<file path="config.mk">
export PLATFORM = sky130hd
export DESIGN_NAME = bin_to_bcd_seq
export DESIGN_NICKNAME = d
export VERILOG_FILES = /design/src/rtl/bin_to_bcd_seq.sv
export SDC_FILE = /design/constraint.sdc
export NUM_CORES = 1
export LEC_CHECK = 0
export ABC_CLOCK_PERIOD_IN_PS = 2500
export CORE_UTILIZATION = 40
export DETAILED_ROUTE_END_ITERATION = 6
export PLACE_DENSITY = 0.6
export SLEW_MARGIN = 20
export SYNTH_ARGS = -nofsm -noshare
export SYNTH_HDL_FRONTEND = slang
export SYNTH_SLANG_ARGS = --single-unit
</file>
<file path="constraint.sdc">
create_clock -name Clock -period 2.5 [get_ports Clock]
set_input_delay 0.25 -clock Clock [delete_from_list [all_inputs] [get_ports Clock]]
set_output_delay 0.25 -clock Clock [all_outputs]
set_load 0.02 [all_outputs]
</file>
<file path="src/rtl/bin_to_bcd_seq.sv">
// Sequential double-dabble binary-to-BCD converter with active-low 7-segment drive.
// Define BCD_BLANK_EN for leading-zero blanking; otherwise every digit is decoded.

module bin_to_bcd_seq_seg (
    input  logic [3:0] digit,
    input  logic       blank,
    output logic [6:0] seg
);
    always_comb begin
        case (digit)
            4'd0:    seg = 7'b0000001;
            4'd1:    seg = 7'b1001111;
            4'd2:    seg = 7'b0010010;
            4'd3:    seg = 7'b0000110;
            4'd4:    seg = 7'b1001100;
            4'd5:    seg = 7'b0100100;
            4'd6:    seg = 7'b0100000;
            4'd7:    seg = 7'b0001111;
            4'd8:    seg = 7'b0000000;
            4'd9:    seg = 7'b0000100;
            default: seg = 7'b1111111;
        endcase
        if (blank) seg = 7'b1111111;
    end
endmodule

module bin_to_bcd_seq #(
    parameter int W = 8,
    parameter int D = 3
) (
    input  logic             Clock,
    input  logic             Resetn,
    input  logic             start,
    input  logic [W-1:0]     bin,
    output logic             busy,
    output logic             done,
    output logic             ovf,
    output logic [4*D-1:0]   bcd,
    output logic [7*D-1:0]   HEX
);
    localparam int CW = $clog2(W + 1);

    localparam logic [1:0] IDLE  = 2'd0;
    localparam logic [1:0] SHIFT = 2'd1;
    localparam logic [1:0] DONE  = 2'd2;

    logic [1:0]     state;
    logic [W-1:0]   sr;
    logic [4*D-1:0] work;
    logic [4*D-1:0] work_adj;
    logic           sticky;
    logic [CW-1:0]  cnt;

    // add-3 correction so each digit carries correctly on the following shift
    always_comb begin
        work_adj = work;
        for (int k = 0; k < D; k++) begin
            if (work[4*k +: 4] >= 4'd5) work_adj[4*k +: 4] = work[4*k +: 4] + 4'd3;
        end
    end

    always_ff @(posedge Clock) begin
        if (!Resetn) begin
            state  <= IDLE;
            busy   <= 1'b0;
            done   <= 1'b0;
            ovf    <= 1'b0;
            bcd    <= '0;
            sr     <= '0;
            work   <= '0;
            sticky <= 1'b0;
            cnt    <= '0;
        end else begin
            busy <= (state == SHIFT);
            done <= 1'b0;
            case (state)
                IDLE: if (start) begin
                    sr     <= bin;
                    work   <= '0;
                    sticky <= 1'b0;
                    cnt    <= CW'(W);
                    state  <= SHIFT;
                end
                SHIFT: begin
                    {work, sr} <= {work_adj[4*D-2:0], sr, 1'b0};
                    sticky     <= sticky | work_adj[4*D-1];
                    cnt        <= cnt - CW'(1);
                    if (cnt == CW'(1)) state <= DONE;
                end
                DONE: begin
                    bcd   <= work;
                    ovf   <= sticky;
                    done  <= 1'b1;
                    state <= IDLE;
                end
                default: state <= IDLE;
            endcase
        end
    end

    for (genvar k = 0; k < D; k++) begin : g_dig
        logic blank;
`ifdef BCD_BLANK_EN
        // a digit above the units is dark when it and everything above it is zero
        if (k == 0) begin : g_units
            assign blank = 1'b0;
        end else begin : g_upper
            assign blank = (bcd[4*D-1:4*k] == '0);
        end
`else
        assign blank = 1'b0;
`endif
        bin_to_bcd_seq_seg u_seg (
            .digit (bcd[4*k +: 4]),
            .blank (blank),
            .seg   (HEX[7*k +: 7])
        );
    end
endmodule

</file>
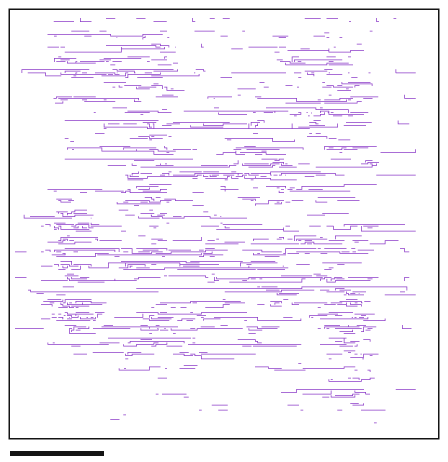
m1.png
Bar = 20 um.
wire length on this layer = 3,080 um
share of all routed wire = 48%
main direction = horizontal
longest straight run = 35.2 um
nets with wire on the layer = 359

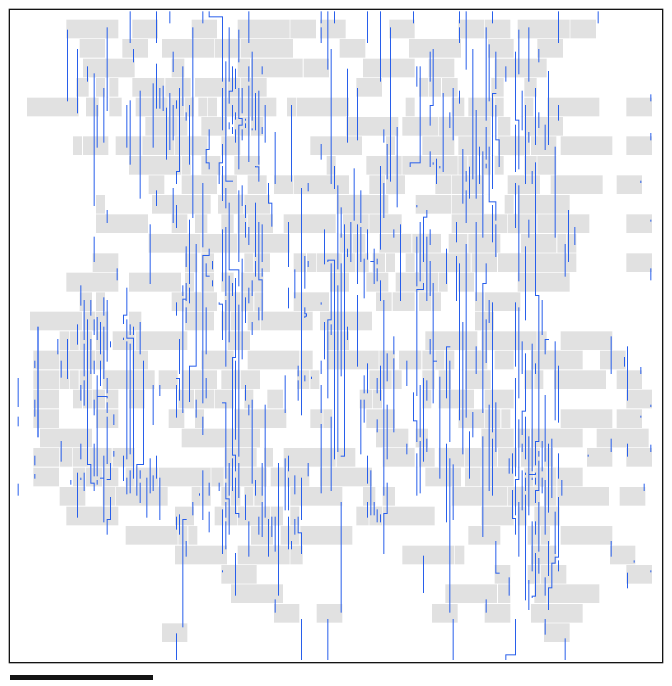
m2.png
Bar = 20 um.
share of all routed wire = 46%
main direction = vertical
longest straight run = 32.3 um
wire length on this layer = 2,940 um

==> flow_summary.ini <==
; flow metrics
[yosys]
synth_cell_types = 42
mux_share_pct = 9.152
ys.flops = 63
ys_sh_simple_pct = 14.83
synth.comb.largest_family = AND-OR/OR-AND gates
adder_share_pct = 10.26
syn_area_um2 = 3172
area_leaders = dfxtp_1 (40%), ha_1 (10%), a21oi_1 (5.5%)
top_area_cell = dfxtp_1

[detailed_routing]
drt_iter0_drc = 54
num_vias = 2430
wl_per_cell_um = 12.96
ant_nets = 0
firstDrtPassIters = 4
routed_wl_um = 6404
met3_length_um = 285

[layout]
buf_share_pct = 15.04
final-comb-area_um2 = 1632
syn_to_final_growth_pct = 24.30
dominant_cells = logic gates
comb_share_pct = 41.38
drive_gt1_share_pct = 13.52
fin_nets = 424

[clock_network]
ctsHoldBuffers = 0
postCtsResizedCells = 0
root_buffer = clkbuf_8

[pwr]
pwr-share-clk_pct = 44.4

[placed_design]
finalWeightedCongestion = 0.8293

[grt]
grt_start_max_net_pins = 32
grt_pass1_vias = 2433
grt_usage_pct = 17.11

[floorplanning]
ioPinCount = 47
taps = 102
fp_util_pct = 41.26
fp.dieW_um = 91.05

[timing]
drv_slew = 0
max_slew.worst_pin.slew_ns = 0.5740
setup_violations = 0

[critical_path]
r2r_setup_slack_ns = 0.46

[outcome]
outcome = completed
-- worst paths after layout --
check | startpoint | end | cells past startpoint
worst max-delay path | state[1] | g_dig[1].u_seg.seg[2] | 6
worst min-delay path | sticky | ovf | 2
worst max register to register | state[1] | g_dig[1].u_seg.seg[2] | 6
worst min register to register | sticky | ovf | 2
-- synthesized netlist by cell type, types with 7 or more instances --
| cell | n |
|---|---|
| buf_6 | 7 |
| nor2_1 | 15 |
| buf_2 | 9 |
| o21ai_0 | 18 |
| dfxtp_1 | 63 |
| a21oi_1 | 35 |
| nand2b_1 | 12 |
| nor3_1 | 7 |
| mux2i_1 | 17 |
| ha_1 | 26 |
| nand2_1 | 26 |
| inv_1 | 28 |
-- flip-flops by register name (all words and copies together) (netlist names) --
name             count
bcd                 12
busy                 1
cnt                  4
done                 1
g_dig.u_seg.seg     21
ovf                  1
sr                   8
state                2
sticky               1
work                12
-- per-stage QoR --
stage | instance area [um^2] | setup WS, ns | std cells | hold WS, ns
final | 3943 | 0.4646 | 494 | 0.4668
after global routing | 3943 | 0.2957 | 494 | 0.5056
after CTS | 3943 | 0.4471 | 494 | 0.4671
after detailed placement | 3737 | 0.2723 | 478 | 0.4586
after global placement | 3737 | 0.3474 | 478 | 0.4434
after floorplan | 3172 | 0.6998 | 334 | 0.4108
-- worst max-delay path, cell delays in order (launching register included) --
cell     delay [ns]
dfxtp_1        0.46
nor2b_2        0.30
buf_4          0.21
buf_4          0.15
mux2i_4        0.45
mux2i_1        0.26
a21oi_1        0.09
-- power groups by stage --
stage | sequential (mW) | combinational [mW] | clock (mW)
floorplan | 1.06 | 0.0957 | 0
CTS | 1.04 | 0.141 | 0.970
global placement | 1.07 | 0.139 | 0
detailed placement | 1.07 | 0.141 | 0
global route | 1.05 | 0.157 | 1.01
finish | 1.05 | 0.141 | 0.947
Power is estimated from default activity; no workload was simulated.
